$ cat config.mk
export PLATFORM = sky130hd
export DESIGN_NAME = apb_master_ctrl
export DESIGN_NICKNAME = d
export VERILOG_FILES = /design/src/rtl/apb_master_ctrl.sv
export SDC_FILE = /design/constraint.sdc
export NUM_CORES = 1
export LEC_CHECK = 0
export ABC_AREA = 0
export CAP_MARGIN = 20
export CELL_PAD_IN_SITES_DETAIL_PLACEMENT = 1
export CELL_PAD_IN_SITES_GLOBAL_PLACEMENT = 2
export CORE_MARGIN = 10
export CORE_UTILIZATION = 24
export CTS_BUF_LIST = sky130_fd_sc_hd__clkbuf_16
export DETAILED_ROUTE_END_ITERATION = 12
export PLACE_DENSITY = 0.82
export REMOVE_ABC_BUFFERS = 1
export SYNTH_ARGS = -nofsm -noshare
export SYNTH_HDL_FRONTEND = slang
export SYNTH_SLANG_ARGS = --single-unit
$ cat constraint.sdc
create_clock -name pclk -period 1.6 [get_ports pclk]
set_input_delay 0.24 -clock pclk [delete_from_list [all_inputs] [get_ports pclk]]
set_output_delay 0.24 -clock pclk [all_outputs]
set_load 0.005 [all_outputs]
$ cat src/rtl/apb_master_ctrl.sv
// apb_master_ctrl: single-outstanding APB master bridging a cmd/rsp valid-ready port to APB with wait timeout
module apb_master_ctrl #(
  parameter int ADDR_W  = 32,
  parameter int DATA_W  = 32,
  parameter int TIMEOUT = 16
) (
  input  logic              pclk,
  input  logic              presetn,
  input  logic              cmd_valid,
  output logic              cmd_ready,
  input  logic              cmd_write,
  input  logic [ADDR_W-1:0] cmd_addr,
  input  logic [DATA_W-1:0] cmd_wdata,
  output logic              rsp_valid,
  input  logic              rsp_ready,
  output logic [DATA_W-1:0] rsp_rdata,
  output logic              rsp_err,
  output logic              rsp_timeout,
  output logic              busy,
  output logic [ADDR_W-1:0] paddr,
  output logic [DATA_W-1:0] pwdata,
  output logic              pwrite,
  output logic              psel,
  output logic              penable,
  input  logic              pready,
  input  logic              pslverr,
  input  logic [DATA_W-1:0] prdata
);
  localparam int CW = TIMEOUT > 0 ? $clog2(TIMEOUT + 1) : 1;
  localparam logic [CW-1:0] TLAST = CW'(TIMEOUT > 0 ? TIMEOUT - 1 : 0);
  typedef enum logic [1:0] {IDLE, SETUP, ACCESS, RESP} state_t;
  state_t state;
  logic [CW-1:0] wcnt;
  assign cmd_ready = state == IDLE;
  assign busy = state != IDLE;
  always_ff @(posedge pclk or negedge presetn)
    if (!presetn) begin
      state       <= IDLE;
      wcnt        <= '0;
      paddr       <= '0;
      pwdata      <= '0;
      pwrite      <= 1'b0;
      psel        <= 1'b0;
      penable     <= 1'b0;
      rsp_valid   <= 1'b0;
      rsp_rdata   <= '0;
      rsp_err     <= 1'b0;
      rsp_timeout <= 1'b0;
    end else begin
      case (state)
        IDLE: if (cmd_valid) begin
          paddr  <= cmd_addr;
          pwdata <= cmd_wdata;
          pwrite <= cmd_write;
          psel   <= 1'b1;
          state  <= SETUP;
        end
        SETUP: begin
          penable <= 1'b1;
          wcnt    <= '0;
          state   <= ACCESS;
        end
        ACCESS: if (pready) begin
          rsp_rdata   <= pwrite ? '0 : prdata;
          rsp_err     <= pslverr;
          rsp_timeout <= 1'b0;
          psel        <= 1'b0;
          penable     <= 1'b0;
          rsp_valid   <= 1'b1;
          state       <= RESP;
        end else begin
          wcnt <= (wcnt == '1) ? wcnt : wcnt + 1'b1;
          if (TIMEOUT != 0 && wcnt == TLAST) begin
            rsp_rdata   <= '0;
            rsp_err     <= 1'b1;
            rsp_timeout <= 1'b1;
            psel        <= 1'b0;
            penable     <= 1'b0;
            rsp_valid   <= 1'b1;
            state       <= RESP;
          end
        end
        RESP: if (rsp_ready) begin
          rsp_valid <= 1'b0;
          state     <= IDLE;
        end
        default: state <= IDLE;
      endcase
    end
endmodule
Fig. 1: run 1, clock wires, drivers and flops
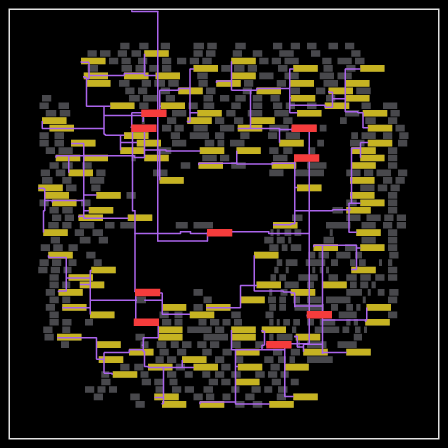
[flip-flops] yellow | count: 109
[clock wires] purple | length: 1550 um
[clock-net drivers] red | count: 9
flops lie: widely spread
routed clock nets: 10
clock network power share: 17.3%
Final Skew: 0.0124 ns
power attributed to the clock group: 2.47 mW
clk latency late pin: 0.36 ns

Fig. 2: run 1, wiring by layer
Bar = 50 um.
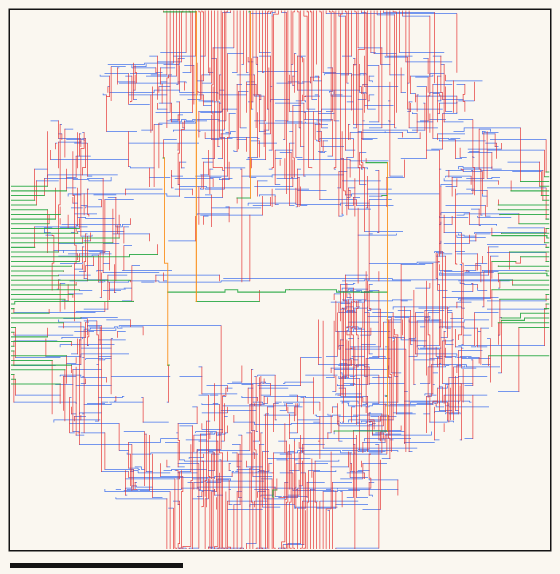
[M1] blue | wire length: 5720 um
[M3] green | wire length: 1040 um
[M2] red | wire length: 8770 um
[M4] orange | wire length: 276 um
total number of vias: 3286
total track usage: 12.4%
overall routed net length: 15800 um

Fig. 3: run 1, cell area per tile
16 x 16 tiles, from dark blue (low) to red (high), 0 to 100% covered.
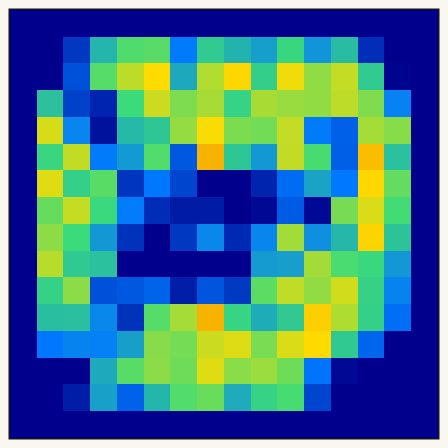
nearly empty tiles: 33%
tiles over 75% full: 3.1%
fullest tile: 80%
mean over tiles: 30%
Init Core Util: 24.5%
core region area: 0.0181 mm^2
Core Util, Final: 41.4%

==> ds_physical_params.txt, run 1 <==
Summary of implementation characteristics

Parameter                              Value

CTS
  CTS Root Buffer Type .................. clkbuf_16
  Clock slew at reported path FFs .................. around 0.080 ns
  Buffer count from post-CTS setup fixing .................. 5
  Number of clock sinks seen by CTS .................. 109

Setup path
  Kind of start point of the critical path .................. flip-flop
  Maximum fanout along the worst path .................. 4
  Category of the most critical setup path .................. flip-flop to flip-flop
  Total buffers and inverters traversed by the critical path .................. 0
  WP depth .................. 6
  Reg-to-reg critical path startpoint .................. wcnt[0]$_DFFE_PN0P_
  Number of cells traversed by the worst register-to-register path .................. 6

Layout
  Clock-cell share of area .................. under 10%
  Final std cells w/o fill .................. 751
  Count of flip-flops and latches .................. roughly 110
  Storage cell area .................. 0.00273 mm^2
  Total non-filler cell area in the finished layout .................. 0.00749 mm^2
  Cell type taking the most area .................. flip-flops and latches
  Share of final layout cell area taken by non-clock buffers .................. between 30 and 40%
  Area growth syn-to-layout .................. 69.0%
  Sequential fraction of total cell area .................. between 30% and 40%
  Logic share of the area .................. between 20% and 30%
  Number of clock buffers in the layout .................. 9

Logic synthesis
  Top cells by count .................. dfrtp_1 (109), mux2_4 (40), a22o_1 (32)
  Summed standard-cell area reported by yosys .................. 0.00443 mm^2
  Post-synthesis instance total .................. around 280
  Synthesized registers .................. between 100 and 150
  Largest cells by area .................. dfrtp_1 (62%), mux2_4 (14%), mux2_2 (6.6%)
  Area fraction in compound gates after synthesis .................. about a tenth
  Dominant register cell .................. dfrtp_1
  Fraction of synthesis flops using an asynchronous set or reset pin .................. 100%

Place
  # placed instances .................. 724
  Placer Congestion .................. 0.761
  Worst slack after detailed placement .................. -0.363 ns
  Half-perimeter wire length of the detailed placement result .................. between 10000 and 15000 um

Timing
  Least setup slack across all paths after layout .................. -0.0838 ns
  RSZ-0062 raised after global routing .................. true
  Part of the cycle the worst path needs .................. 105%
  Hold violation total from the final report .................. 0
  Highest clock frequency the design can meet .................. 0.594 GHz
  Number of failing setup endpoints in the final timing report .................. 4

Status
  Violated checks .................. setup timing
  Result of the run .................. finished with violations

Pwr
  Worst vdd ir .................. roughly 0.00066 V
  Pleak .................. 3.30 nW

Global route
  Layer carrying the most global-route usage .................. met2
  Global Route met2 Usage .................. 22.9%
  Antenna violations before repair .................. 0
  Global-route wire length before repair .................. roughly 23000 um

Flow run
  Max-cap violations .................. 0

Hold path
  Type of the most critical hold path .................. input port to async pin

Route
  DR DRC count .................. 0
  Detailed-routing iteration count for the pre-antenna-repair pass .................. 4
  Routed wire per std cell .................. 21.0 um
  Detailed route wirelength on metal3 .................. around 1000 um

Floorplan
  Die height .................. roughly 160 um
[run 1: where the power goes]
group	switching (mW)	internal [mW]
Clock	1.08	1.39
Combinational	2.39	4.56
Sequential	0.770	4.06
[run 1: sequential cells by signal (all words and copies together) (netlist names)]
name         flops
pwdata          32
penable          1
rsp_timeout      1
pwrite           1
paddr           32
psel             1
rsp_rdata       32
state            2
rsp_valid        1
rsp_err          1
wcnt             5
[run 1: worst register-to-register path, stage by stage (launching register included)]
cell and delay, ns:
dfrtp_1 0.41, ha_2 0.20, and3_4 0.17, ha_4 0.18
nor3b_4 0.24, nor3_4 0.07, mux2_4 0.31
==> run 1 -> run 2 <==
--- a/config.mk
+++ b/config.mk
@@ -6,6 +6,7 @@
 export NUM_CORES = 1
 export LEC_CHECK = 0
 export ABC_AREA = 0
+export ABC_CLOCK_PERIOD_IN_PS = 1600
 export CAP_MARGIN = 20
 export CELL_PAD_IN_SITES_DETAIL_PLACEMENT = 1
 export CELL_PAD_IN_SITES_GLOBAL_PLACEMENT = 2
Fig. 4: run 2, routing congestion map
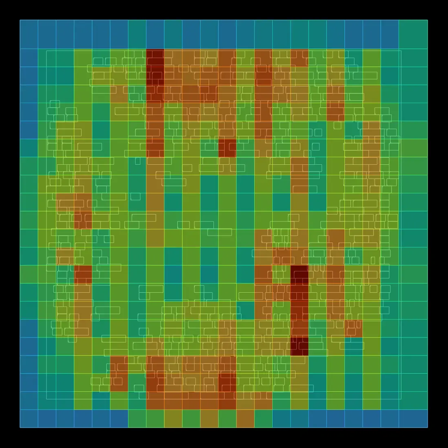
met1 global-route usage: 12.6%
layer carrying the most global-route usage: met2
GR Util met3: 3.89%
Global Route met2 Usage: 22.9%
Routed wire per std cell: 21.0 um

Fig. 5: run 2, wiring by layer
Bar = 50 um.
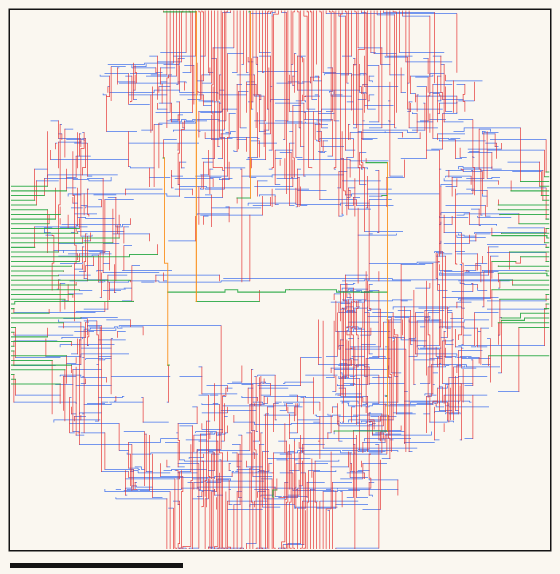
[M4] orange | wire length: 276 um
[M2] red | wire length: 8770 um
[M1] blue | wire length: 5720 um
[M3] green | wire length: 1040 um

==> run 2 against run 1 <==
Net effect: the flow still finishes with violations (setup timing); setup slack stayed put; first-iteration DRC count stayed put; register-to-register slack hardly changed; hold slack stayed put; critical endpoint unchanged.
==> ds_physical_params.txt, run 2 <==
Summary of implementation characteristics

Parameter                              Value

Route
  Overall routed net length .................. 15800 um (unchanged)
  DR DRC count .................. 0 (unchanged)
  Total number of vias .................. 3286 (unchanged)
  Detailed-routing iteration count for the pre-antenna-repair pass .................. 4 (unchanged)

Setup path
  Number of cells traversed by the worst register-to-register path .................. 6 (unchanged)
  Maximum fanout along the worst path .................. 4 (unchanged)
  WP depth .................. 6 (unchanged)
  Reg-to-reg critical path startpoint .................. wcnt[0]$_DFFE_PN0P_ (unchanged)
  Kind of start point of the critical path .................. flip-flop (unchanged)
  Category of the most critical setup path .................. flip-flop to flip-flop (unchanged)
  Total buffers and inverters traversed by the critical path .................. 0 (unchanged)

Place
  # placed instances .................. 724 (unchanged)
  Placer Congestion .................. 0.761 (unchanged)
  Half-perimeter wire length of the detailed placement result .................. 11800 um (unchanged)

Pwr
  Clock network power share .................. 17.3% (about the same)
  Sequential logic power .................. 4.83 mW (about the same)
  Logic pwr share .................. 48.7% (about the same)
  Top power group .................. combinational cells (unchanged)
  Total net switching power .................. 4.24 mW (unchanged)
  Combinational-cell power consumption .................. 6.94 mW (about the same)
  Switching power as a share of total power .................. 29.7% (unchanged)
  Worst vdd ir .................. 0.000665 V (unchanged)
  Internal cell power .................. 10.0 mW (unchanged)
  Relative contribution of sequential cells to total power .................. 33.9% (about the same)
  Power attributed to the clock group .................. 2.47 mW (about the same)

Timing
  Part of the cycle the worst path needs .................. 105% (unchanged)
  Number of failing setup endpoints in the final timing report .................. 4 (unchanged)
  RSZ-0062 raised after global routing .................. true (unchanged)
  Highest clock frequency the design can meet .................. 0.594 GHz (unchanged)
  Hold violation total from the final report .................. 0 (unchanged)
  Final Skew .................. 0.0124 ns (unchanged)
  Least setup slack across all paths after layout .................. -0.0838 ns (unchanged)

Logic synthesis
  Synthesized registers .................. 109 (unchanged)
  Summed standard-cell area reported by yosys .................. 0.00443 mm^2 (unchanged)
  Dominant register cell .................. dfrtp_1 (unchanged)
  Top cells by count .................. dfrtp_1 (109), mux2_4 (40), a22o_1 (32) (unchanged)

Floorplan
  Core region area .................. 0.0181 mm^2 (unchanged)
  Chip area .................. 0.0243 mm^2 (unchanged)
  Die height .................. 156 um (unchanged)

Layout
  Registers with the most flip-flops .................. paddr: 32 flops, pwdata: 32 flops, rsp_rdata: 32 flops (unchanged)
  Total non-filler cell area in the finished layout .................. 0.00749 mm^2 (unchanged)
  Core Util, Final .................. 41.4% (unchanged)
  Final std cells w/o fill .................. 751 (unchanged)

Status
  Result of the run .................. finished with violations (unchanged)
  Violated checks .................. setup timing (unchanged)

CTS
  Clk latency late pin .................. 0.36 ns (about the same)
  Buffer count from post-CTS setup fixing .................. 5 (unchanged)
  Number of clock sinks seen by CTS .................. 109 (unchanged)
  Clock slew at reported path FFs .................. 0.08 ns (about the same)
  CTS Root Buffer Type .................. clkbuf_16 (unchanged)

Global route
  Total track usage .................. 12.4% (unchanged)
  Antenna violations before repair .................. 0 (unchanged)

Hold path
  Type of the most critical hold path .................. input port to async pin (unchanged)

Flow run
  Max-cap violations .................. 0 (unchanged)
==> run 2: final cells by class <==
| cell class | instances | area, um^2 | area share (%) |
|---|---|---|---|
| timing repair buffer | 241 | 2460 | 32.8 |
| tap | 229 | 287 | 3.82 |
| inverter | 8 | 33.8 | 0.451 |
| multi-input combinational | 148 | 1670 | 22.2 |
| sequential | 109 | 2730 | 36.4 |
| clock inverter | 7 | 97.6 | 1.30 |
| clock buffer | 9 | 225 | 3.01 |
==> run 2: cells by family after synthesis <==
family	share of synthesized area [%]
buffers and inverters	3.50
adders and majority gates	1.69
DFF	61.5
AOI/OAI and AO/OA	10.1
and+or+nand+nor	3.05
muxes	20.1
==> run 2: metal layers <==
layer  part of all wire, %  wire (um)
met2                    55       8770
met3                   6.6       1040
met5                     0          0
met1                    36       5720
met4                   1.7        275
Power figures rest on the tool's default switching activity, not on a simulated workload.
